`config.mk`:
```
export PLATFORM = sky130hd
export DESIGN_NAME = voice_mixer
export DESIGN_NICKNAME = d
export VERILOG_FILES = /design/src/rtl/apu_pkg.sv /design/src/rtl/voice_osc.sv /design/src/rtl/voice_mixer.sv
export SDC_FILE = /design/constraint.sdc
export NUM_CORES = 1
export LEC_CHECK = 0
export ABC_AREA = 1
export CAP_MARGIN = 20
export CELL_PAD_IN_SITES_DETAIL_PLACEMENT = 2
export CELL_PAD_IN_SITES_GLOBAL_PLACEMENT = 2
export CORE_UTILIZATION = 38
export DETAILED_ROUTE_END_ITERATION = 8
export PLACE_DENSITY_LB_ADDON = 0.1
export SYNTH_ARGS = -nofsm -noshare
export SYNTH_HDL_FRONTEND = slang
export SYNTH_HIERARCHICAL = 1
export SYNTH_SLANG_ARGS = --single-unit
```
`constraint.sdc`:
```
create_clock -name clk -period 5.5 [get_ports clk]
set_clock_uncertainty 0.05 [all_clocks]
set_input_delay 1.65 -clock clk [delete_from_list [all_inputs] [get_ports clk]]
set_output_delay 1.65 -clock clk [all_outputs]
set_load 0.01 [all_outputs]
```
`src/rtl/apu_pkg.sv`:
```
// Shared widths, FSM encoding and output clamp for the APU voice mixer.
package apu_pkg;

  localparam int SAMPLE_W   = 16;
  localparam int ACC_W      = 18;
  localparam int PERIOD_W   = 32;
  localparam int NUM_VOICES = 4;

  typedef enum logic [1:0] {
    IDLE = 2'd0,
    ACC  = 2'd1,
    DONE = 2'd2
  } mix_state_t;

  localparam logic signed [ACC_W-1:0] SAT_MAX = 18'sd32767;
  localparam logic signed [ACC_W-1:0] SAT_MIN = -18'sd32768;

  function automatic logic signed [SAMPLE_W-1:0] saturate(input logic signed [ACC_W-1:0] a);
    if (a > SAT_MAX) begin
      return SAT_MAX[SAMPLE_W-1:0];
    end else if (a < SAT_MIN) begin
      return SAT_MIN[SAMPLE_W-1:0];
    end
    return a[SAMPLE_W-1:0];
  endfunction

endpackage

```
`src/rtl/voice_osc.sv`:
```
// One square-wave voice: registered period, free-running phase counter and
// level comparator. Periods below 2 mute the voice.
module voice_osc
  import apu_pkg::*;
(
  input  logic                clk,
  input  logic                reset,
  input  logic [PERIOD_W-1:0] period,
  output logic                level,
  output logic                active
);

  logic [PERIOD_W-1:0] period_reg;
  logic [PERIOD_W-1:0] ph_reg;

  assign active = (period_reg >= PERIOD_W'(2));
  assign level  = (ph_reg < (period_reg >> 1));

  // A new period restarts the phase so the first half-cycle is always full.
  always_ff @(posedge clk or negedge reset) begin
    if (!reset) begin
      period_reg <= '0;
      ph_reg     <= '0;
    end else if (period != period_reg) begin
      period_reg <= period;
      ph_reg     <= '0;
    end else if (!active || (ph_reg == period_reg - PERIOD_W'(1))) begin
      ph_reg <= '0;
    end else begin
      ph_reg <= ph_reg + PERIOD_W'(1);
    end
  end

endmodule

```
`src/rtl/voice_mixer.sv`:
```
// Four-voice square synthesiser: on each request, sums the voices one per
// cycle into a wide accumulator and presents a clamped 16-bit sample.
module voice_mixer
  import apu_pkg::*;
#(
  parameter logic signed [SAMPLE_W-1:0] AMPLITUDE = 16'sd6000
) (
  input  logic                clk,
  input  logic                reset,
  input  logic [PERIOD_W-1:0] period0,
  input  logic [PERIOD_W-1:0] period1,
  input  logic [PERIOD_W-1:0] period2,
  input  logic [PERIOD_W-1:0] period3,
  input  logic                sample_req,
  output logic [SAMPLE_W-1:0] sample,
  output logic                sample_valid,
  output logic                busy
);

  localparam logic signed [ACC_W-1:0] AMP_EXT = ACC_W'(AMPLITUDE);

  logic [PERIOD_W-1:0]   period_arr [NUM_VOICES];
  logic [NUM_VOICES-1:0] level_vec;
  logic [NUM_VOICES-1:0] active_vec;

  assign period_arr[0] = period0;
  assign period_arr[1] = period1;
  assign period_arr[2] = period2;
  assign period_arr[3] = period3;

  generate
    for (genvar gi = 0; gi < NUM_VOICES; gi++) begin : g_voice
      voice_osc u_osc (
        .clk    (clk),
        .reset  (reset),
        .period (period_arr[gi]),
        .level  (level_vec[gi]),
        .active (active_vec[gi])
      );
    end
  endgenerate

  mix_state_t                 state_reg, state_next;
  logic [1:0]                 idx_reg, idx_next;
  logic signed [ACC_W-1:0]    acc_reg, acc_next;
  logic signed [SAMPLE_W-1:0] sample_reg, sample_next;
  logic                       valid_reg, valid_next;
  logic signed [ACC_W-1:0]    contrib;

  always_ff @(posedge clk or negedge reset) begin
    if (!reset) begin
      state_reg  <= IDLE;
      idx_reg    <= '0;
      acc_reg    <= '0;
      sample_reg <= '0;
      valid_reg  <= 1'b0;
    end else begin
      state_reg  <= state_next;
      idx_reg    <= idx_next;
      acc_reg    <= acc_next;
      sample_reg <= sample_next;
      valid_reg  <= valid_next;
    end
  end

  always_comb begin
    state_next  = state_reg;
    idx_next    = idx_reg;
    acc_next    = acc_reg;
    sample_next = sample_reg;
    valid_next  = 1'b0;
    contrib     = '0;

    if (active_vec[idx_reg]) begin
      contrib = level_vec[idx_reg] ? AMP_EXT : -AMP_EXT;
    end

    case (state_reg)
      IDLE: begin
        if (sample_req) begin
          acc_next   = '0;
          idx_next   = '0;
          state_next = ACC;
        end
      end
      ACC: begin
        acc_next = acc_reg + contrib;
        idx_next = idx_reg + 2'd1;
        // The output registers load on entry to DONE so the new sample and
        // its strobe are both visible for the whole DONE cycle.
        if (idx_reg == 2'd3) begin
          state_next  = DONE;
          sample_next = saturate(acc_next);
          valid_next  = 1'b1;
        end
      end
      DONE: begin
        state_next = IDLE;
      end
      default: begin
        state_next = IDLE;
      end
    endcase
  end

  assign sample       = sample_reg;
  assign sample_valid = valid_reg;
  assign busy         = (state_reg != IDLE);

endmodule

```
Figure 1. Register map, names as in the netlist (run 1).
Drawn at 2 px/µm.
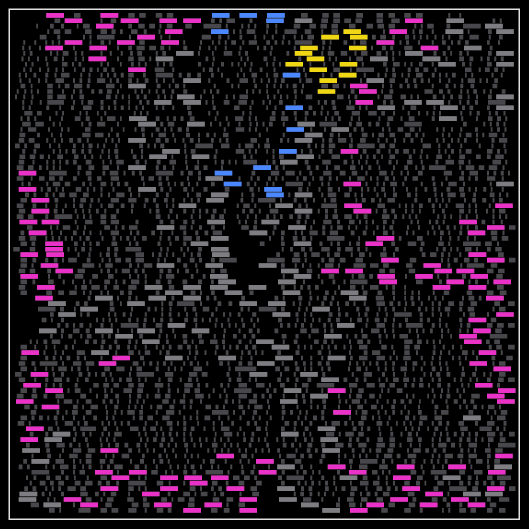
g_voice.u_osc/period_reg -> magenta  # flops 128, where all over the die
acc_reg -> blue  # flops 14, where top middle
sample -> yellow  # flops 13
not coloured = 133
sequential cell area share: 0.2651
sequential cell area: 7207 µm²

Figure 2. Wiring by layer (run 1).
Drawn at 2 px/µm. Only two layers are drawn.
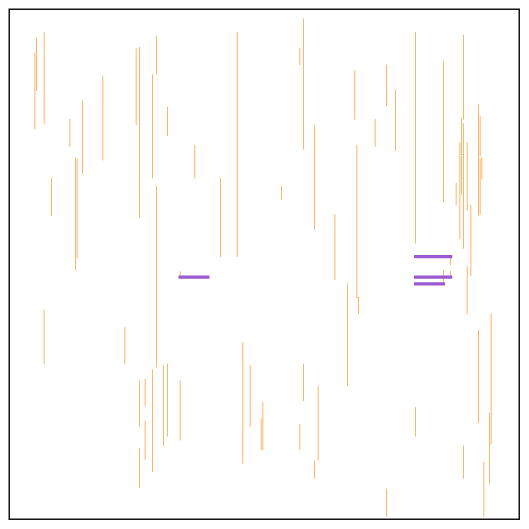
metal 4 -> orange  # wire length 2490 µm
metal 5 -> purple  # wire length 62.6 µm
drt wl/cell: 20.54 µm
Post-Route WL: 88730 µm

==> deck_impl_summary.md, run 1 <==
Key Metrics from the Run

Outcome
  – Status: completed

STA
  – Measured slew at the worst slew-check pin: 1.045 ns
  – Slew Limit Fails: 0
  – Min Hold Slack: 0.4332 ns
  – Final Hold Violation Tally: 0
  – Max_slew headroom: 0.2967
  – Unrepaired setup endpoints after global routing: no
  – Finish-stage setup viols: 0

Yosys
  – Distinct cells, synth: 46
  – Seq share, synth: 0.2980
  – Synthesized instance count: 3414
  – Asr flop ratio synth: 1.000
  – Yosys cell count: 3414
  – Largest type area fraction: 0.2980
  – Post-synth regs: 288
  – YS warnings: 6
  – Number of enable flip-flop cells: 0
  – Syn_nets: 3692
  – Main flop type: dfrtp_1
  – Biggest area consumer among synthesized cells: dfrtp_1
  – Yosys Chip Area: 24180 µm²
  – Area of the mapped netlist: 24180 µm²

Die
  – Die Ht: 254.3 µm
  – Ports: 149
  – Core area: 62970 µm²
  – Cell Rows: 92
  – Die ar.: 64650 µm²

Place
  – Placed Area: 26000 µm²
  – DP HPWL: 72170 µm
  – Final GP Congestion: 0.8966

Finish
  – Commonest Layout Cell: nand2_1
  – Share of cells above drive strength 1: 0.1261
  – Top cells excl fill/tap: nand2_1, inv_1, nor2_1
  – Fin area: 27180 µm²
  – P&R area growth vs syn: 12.42%
  – Non-Filler Instances: 4320
  – Fillers: 7443

Critical path
  – Worst Setup SP: g_voice[0].u_osc/period_reg[2]
  – Worst r2r src: g_voice[0].u_osc/period_reg[2]
  – Slowest stage delay, CP: 0.51 ns
  – Slowest stage cell, crit path: a21oi_1
  – Worst EP arrival: 5.22 ns
  – Crit path max fanout: 11
  – Worst Setup End Kind: flip-flop

Clock network
  – Max Root-Sink Buffers: 3
  – CTS tree: yes
  – Worst-skew pair later-pin latency: 0.57 ns
  – CTS root buf: clkbuf_16
  – Post-CTS setup buffers: 0
  – Total CTS buffers: 39
  – Clock Pin Slew Worst Setup and Hold Paths: 0.05 ns

Job
  – Tool Warnings: 30
  – Max-Cap Viols: 0

Global routing
  – Total GRT Usage: 0.2785
  – Initial antenna violation count: 4
  – Largest net degree at the start of global routing: 97
  – First-pass GRT wire length: 142500 µm
  – Vias in the first global route: 25932

Power and ir drop
  – Leak pwr: 12.51 nW
  – Power, Total: 0.007300 W
  – VDD IR max: 0.0001753 V

Drt
  – Drt pass-1 iters: 5
  – Detailed-route via count: 23024
  – DRC viols: 0
  – Initial DRC Count: 886

Hold path
  – Hold Crit Start: state_reg[0]
Figure 3. Met1 routing (run 1).
Drawn at 2 px/µm. Supply wires on this layer in grey. Cells faint in the background.
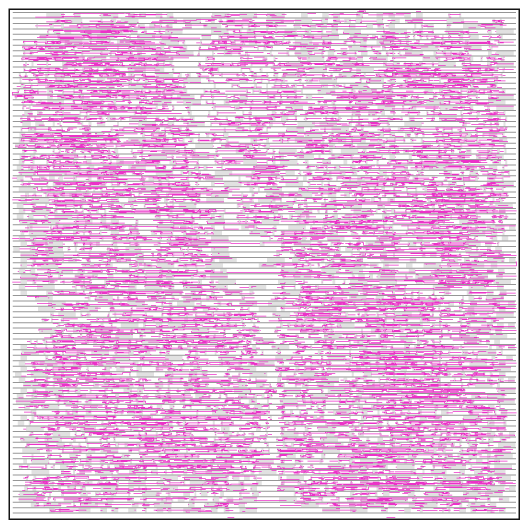
wire length on this layer = 39.1 mm
nets with wire on the layer = 3538
longest straight run = 61.2 µm
main direction = horizontal
share of all routed wire = 44%

Figure 4. Signal wires on met4 (run 1).
Drawn at 2 px/µm. Supply wires on this layer in grey.
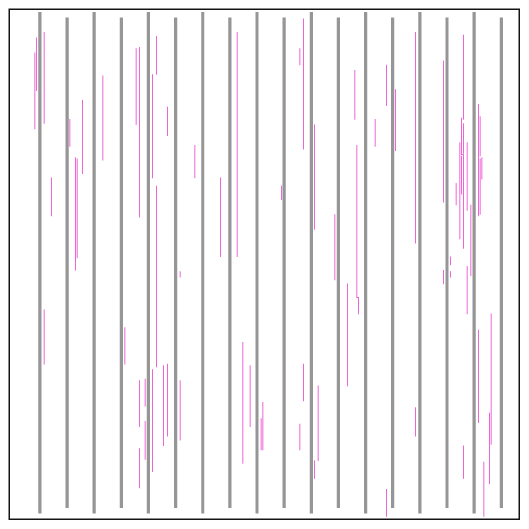
longest straight run = 112 µm
wire length on this layer = 2490 µm
share of all routed wire = 2.8%

-- run 1: cell usage after synthesis (all sizes together), types with 8 or more instances --
cell type and count:
a211oi 12, a21o 8, a21oi 91, and3 8
buf 29, clkbuf 132, dfrtp 288, ha 146
inv 407, nand2 841, nand3 292, nand3b 13
nand4 101, nor2 542, nor3 62, nor4 20
o211ai 24, o21ai 99, o21bai 13, or2 48
xnor2 99, xor2 107
-- run 1: stage by stage --
stage,worst slack [ns],utilization
floorplan,1.906,-
CTS,0.5493,0.4316
detailed placement,0.5371,0.4129
global route,0.1176,0.4317
finish,0.6671,0.4317
global placement,0.7481,0.4129
-- run 1: worst max-delay path, delay by kind of cell, from the launching register on --
kind	cells	cell delay (ns)
flip-flops	1	0.47
AND-OR/OR-AND	5	1.43
adder cells (fa/ha/maj)	2	0.73
buffers and inverters	1	0.11
AND/OR/NAND/NOR	20	1.93
-- run 1: cell type report --
cell class,instances,area (µm²),share of cell area
antenna,1,2.502,0.00009205
inverter,408,1531,0.05634
multi-input combinational,2557,14650,0.5390
timing repair buffer,156,1556,0.05726
clock buffer,55,1096,0.04032
clock inverter,9,80.08,0.002946
tap,846,1059,0.03894
sequential,288,7207,0.2651
-- run 1: metal layers --
| layer | vias up | share of wire | routed length [µm] | track usage |
|---|---|---|---|---|
| met4 | 8 | 0.028 | 2490 | 0.08399 |
| met3 | 156 | 0.027 | 2409 | 0.03358 |
| met5 | - | 0.00070 | 62 | 0 |
| met2 | 289 | 0.50 | 44720 | 0.5033 |
| met1 | 11598 | 0.44 | 39050 | 0.3432 |
| li1 | 10973 | - | - | - |
-- run 1: cells by family after synthesis --
logic type               share of synthesized area
AND-OR/OR-AND                              0.06297
flip-flops                                  0.2980
adder cells (fa/ha/maj)                    0.07637
buffers and inverters                      0.09598
AND/OR/NAND/NOR                             0.3844
XOR/XNOR                                   0.08227
-- run 1: final timing paths --
kind,to,slack (ns),cells after the start
setup / recovery,sample[14],0.67,28
hold / removal,state_reg[0],0.43,1
setup reg to reg,sample[14],0.67,28
hold reg to reg,state_reg[0],0.43,1
max in group asynchronous,acc_reg[16],3.25,2
min in group asynchronous,g_voice[1].u_osc/ph_reg[4],1.06,1
-- run 1: power by group --
group | switching, W | internal (W) | leakage [nW] | total (W)
logic | 0.00150 | 0.000870 | 8.25 | 0.00236
registers | 0.000185 | 0.00230 | 3.68 | 0.00248
clock network | 0.00103 | 0.00142 | 0.578 | 0.00245
total | 0.00271 | 0.00459 | 12.5 | 0.00730
Figure 5. Congestion heat map (run 1).
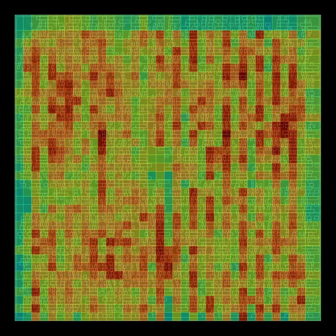

## Run 2: what changed since run 1
- MAX_ROUTING_LAYER: default -> met4
Figure 6. Congestion heat map (run 2).
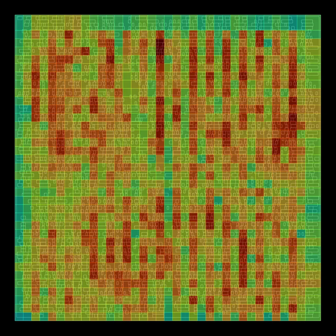
Total GRT Usage: 0.2842
drt wl/cell: 20.58 µm
grt met2 use: 0.5067
Final Util: 0.4337

==> run 2 against run 1 <==
Net effect:
- register-to-register slack improved by 0.08 ns
- sequential share of layout area down 0.12 points
- total power grew 2.6%
- sequential power about the same
- cell area rose by 0.46%
- cell count about the same
- die area unchanged
- non-clock buffer count is the same
- global-route usage rose by 0.57 points
- via count fell by 0.74%
- flip-flop count stayed put
- synthesized cell count is the same
- highest routed layer is now met4
==> deck_impl_summary.md, run 2 <==
Key Metrics from the Run

Critical path
  – Slowest stage cell, crit path: a21oi_1 (unchanged)
  – Slowest stage delay, CP: 0.53 ns (was 0.51 ns)
  – Worst Setup End Kind: flip-flop (unchanged)
  – Worst r2r path cells: 28 (unchanged)
  – Worst EP arrival: 5.14 ns (was 5.22 ns)
  – Reg2reg end: sample[14] (unchanged)
  – Crit path max fanout: 11 (unchanged)

Clock network
  – Worst-skew pair later-pin latency: 0.57 ns (about the same)
  – CTS tree: yes (unchanged)
  – Post-CTS setup buffers: 0 (unchanged)
  – Max Root-Sink Buffers: 3 (unchanged)
  – Total CTS buffers: 39 (unchanged)

Finish
  – P&R area growth vs syn: 12.95% (was 12.42%)
  – Commonest Layout Cell: nand2_1 (unchanged)
  – Sequential cell area: 7207 µm² (unchanged)
  – Fillers: 7451 (was 7443)
  – Top cells excl fill/tap: nand2_1, inv_1, nor2_1 (unchanged)
  – Share of cells above drive strength 1: 0.1281 (was 0.1261)

Power and ir drop
  – Power, Total: 0.007491 W (was 0.007300 W)

Die
  – Ports: 149 (unchanged)
  – Core area: 62970 µm² (unchanged)
  – Cell Rows: 92 (unchanged)

Hold path
  – Min-Delay Endpoint: sample[15] (was state_reg[0])
  – WHS Path Cells: 2 (was 1)

STA
  – Final Hold Violation Tally: 0 (unchanged)
  – Finish-stage setup viols: 0 (unchanged)
  – Unrepaired setup endpoints after global routing: no (unchanged)

Yosys
  – Mux share: 0 (unchanged)
  – XOR/XNOR Fraction of Synth Area: 0.08227 (unchanged)
  – Top cells by count: nand2_1, inv_1, nor2_1, dfrtp_1, nand3_1 (unchanged)
  – Syn_nets: 3692 (unchanged)
  – Yosys Chip Area: 24180 µm² (unchanged)
  – AO/OA Area Share: 0.06297 (unchanged)
  – Main flop type: dfrtp_1 (unchanged)
  – Distinct cells, synth: 46 (unchanged)
  – Yosys top cell by instances: nand2_1 (unchanged)
  – Biggest area consumer among synthesized cells: dfrtp_1 (unchanged)
  – Post-synth regs: 288 (unchanged)
  – Number of enable flip-flop cells: 0 (unchanged)
  – YS warnings: 6 (unchanged)

Drt
  – DRC viols: 0 (unchanged)
  – Drt pass-1 iters: 4 (was 5)
  – Initial DRC Count: 939 (was 886)

Global routing
  – Vias in the first global route: 25654 (was 25932)
  – Largest net degree at the start of global routing: 100 (was 97)
  – First-pass GRT wire length: 140400 µm (was 142500 µm)

Job
  – Max-Cap Viols: 0 (unchanged)

Place
  – Worst slack, placed: 0.6647 ns (was 0.5371 ns)
  – DP HPWL: 71530 µm (was 72170 µm)
  – Final GP Congestion: 0.9079 (was 0.8966)

Outcome
  – Status: completed (unchanged)
==> run 2: cell count changes in the layout (fill, tap and decap cells not counted), moves of 2 or more <==
cell | previous run | this run
clkbuf_8 | 6 | 3
clkinv_2 | 5 | 7
clkinvlp_4 | 1 | 4
clkbuf_1 | 10 | 4
bufinv_16 | 1 | 4
clkbuf_16 | 39 | 41
==> run 2: kinds of logic after synthesis <==
group	Yosys count
fa+ha+maj	147
buf+inv	569
compound gates	261
simple gates	1935
xor+xnor	214
flops	288
==> run 2: layer usage <==
layer	track usage	part of all wire	up-vias
met5	-	0	-
met1	0.3365	0.44	11521
met2	0.5067	0.51	265
li1	-	-	10944
met3	0.03001	0.027	124
met4	0.08038	0.026	0
==> run 2: layout make-up <==
class	count	area share
multi-input combinational	2557	0.5365
sequential	288	0.2639
timing repair buffer	156	0.05754
inverter	408	0.05607
clock buffer	48	0.03963
tap	846	0.03876
clock inverter	17	0.007422
antenna	2	0.0001833
==> run 2: where the power goes <==
part           leakage (nW)  switching, W  total [W]  internal (W)
Combinational          8.26       0.00149    0.00236      0.000870
Sequential             3.68      0.000189    0.00249       0.00230
Clock                 0.624       0.00107    0.00264       0.00158
==> run 2: metrics by stage <==
stage / instance area, µm² / cells
after floorplan: 24180 / 3414
after CTS: 27310 / 4320
after global placement: 26020 / 4255
after global routing: 27310 / 4322
after detailed placement: 26020 / 4255
final: 27310 / 4322
==> run 2: worst max-delay path by stage <==
stage	start	end	slack, ns	cells after the start
after floorplan	g_voice[1].u_osc/period_reg[2]	sample[13]	1.91	29
after global placement	period1[17]	g_voice[1].u_osc/ph_reg[13]	0.71	9
after detailed placement	g_voice[0].u_osc/period_reg[2]	sample[14]	0.66	28
after CTS	g_voice[0].u_osc/period_reg[2]	sample[14]	0.65	28
after global routing	g_voice[0].u_osc/period_reg[2]	sample[14]	0.19	28
final	g_voice[0].u_osc/period_reg[2]	sample[14]	0.74	28
==> run 2: critical path, delay by kind of cell (launching register included) <==
family / cells / cell delay (ns)
adders and majority gates: 2 / 0.74
and+or+nand+nor: 20 / 1.92
DFF: 1 / 0.47
AOI/OAI and AO/OA: 5 / 1.33
buffers and inverters: 1 / 0.11
Power is estimated from default activity; no workload was simulated.
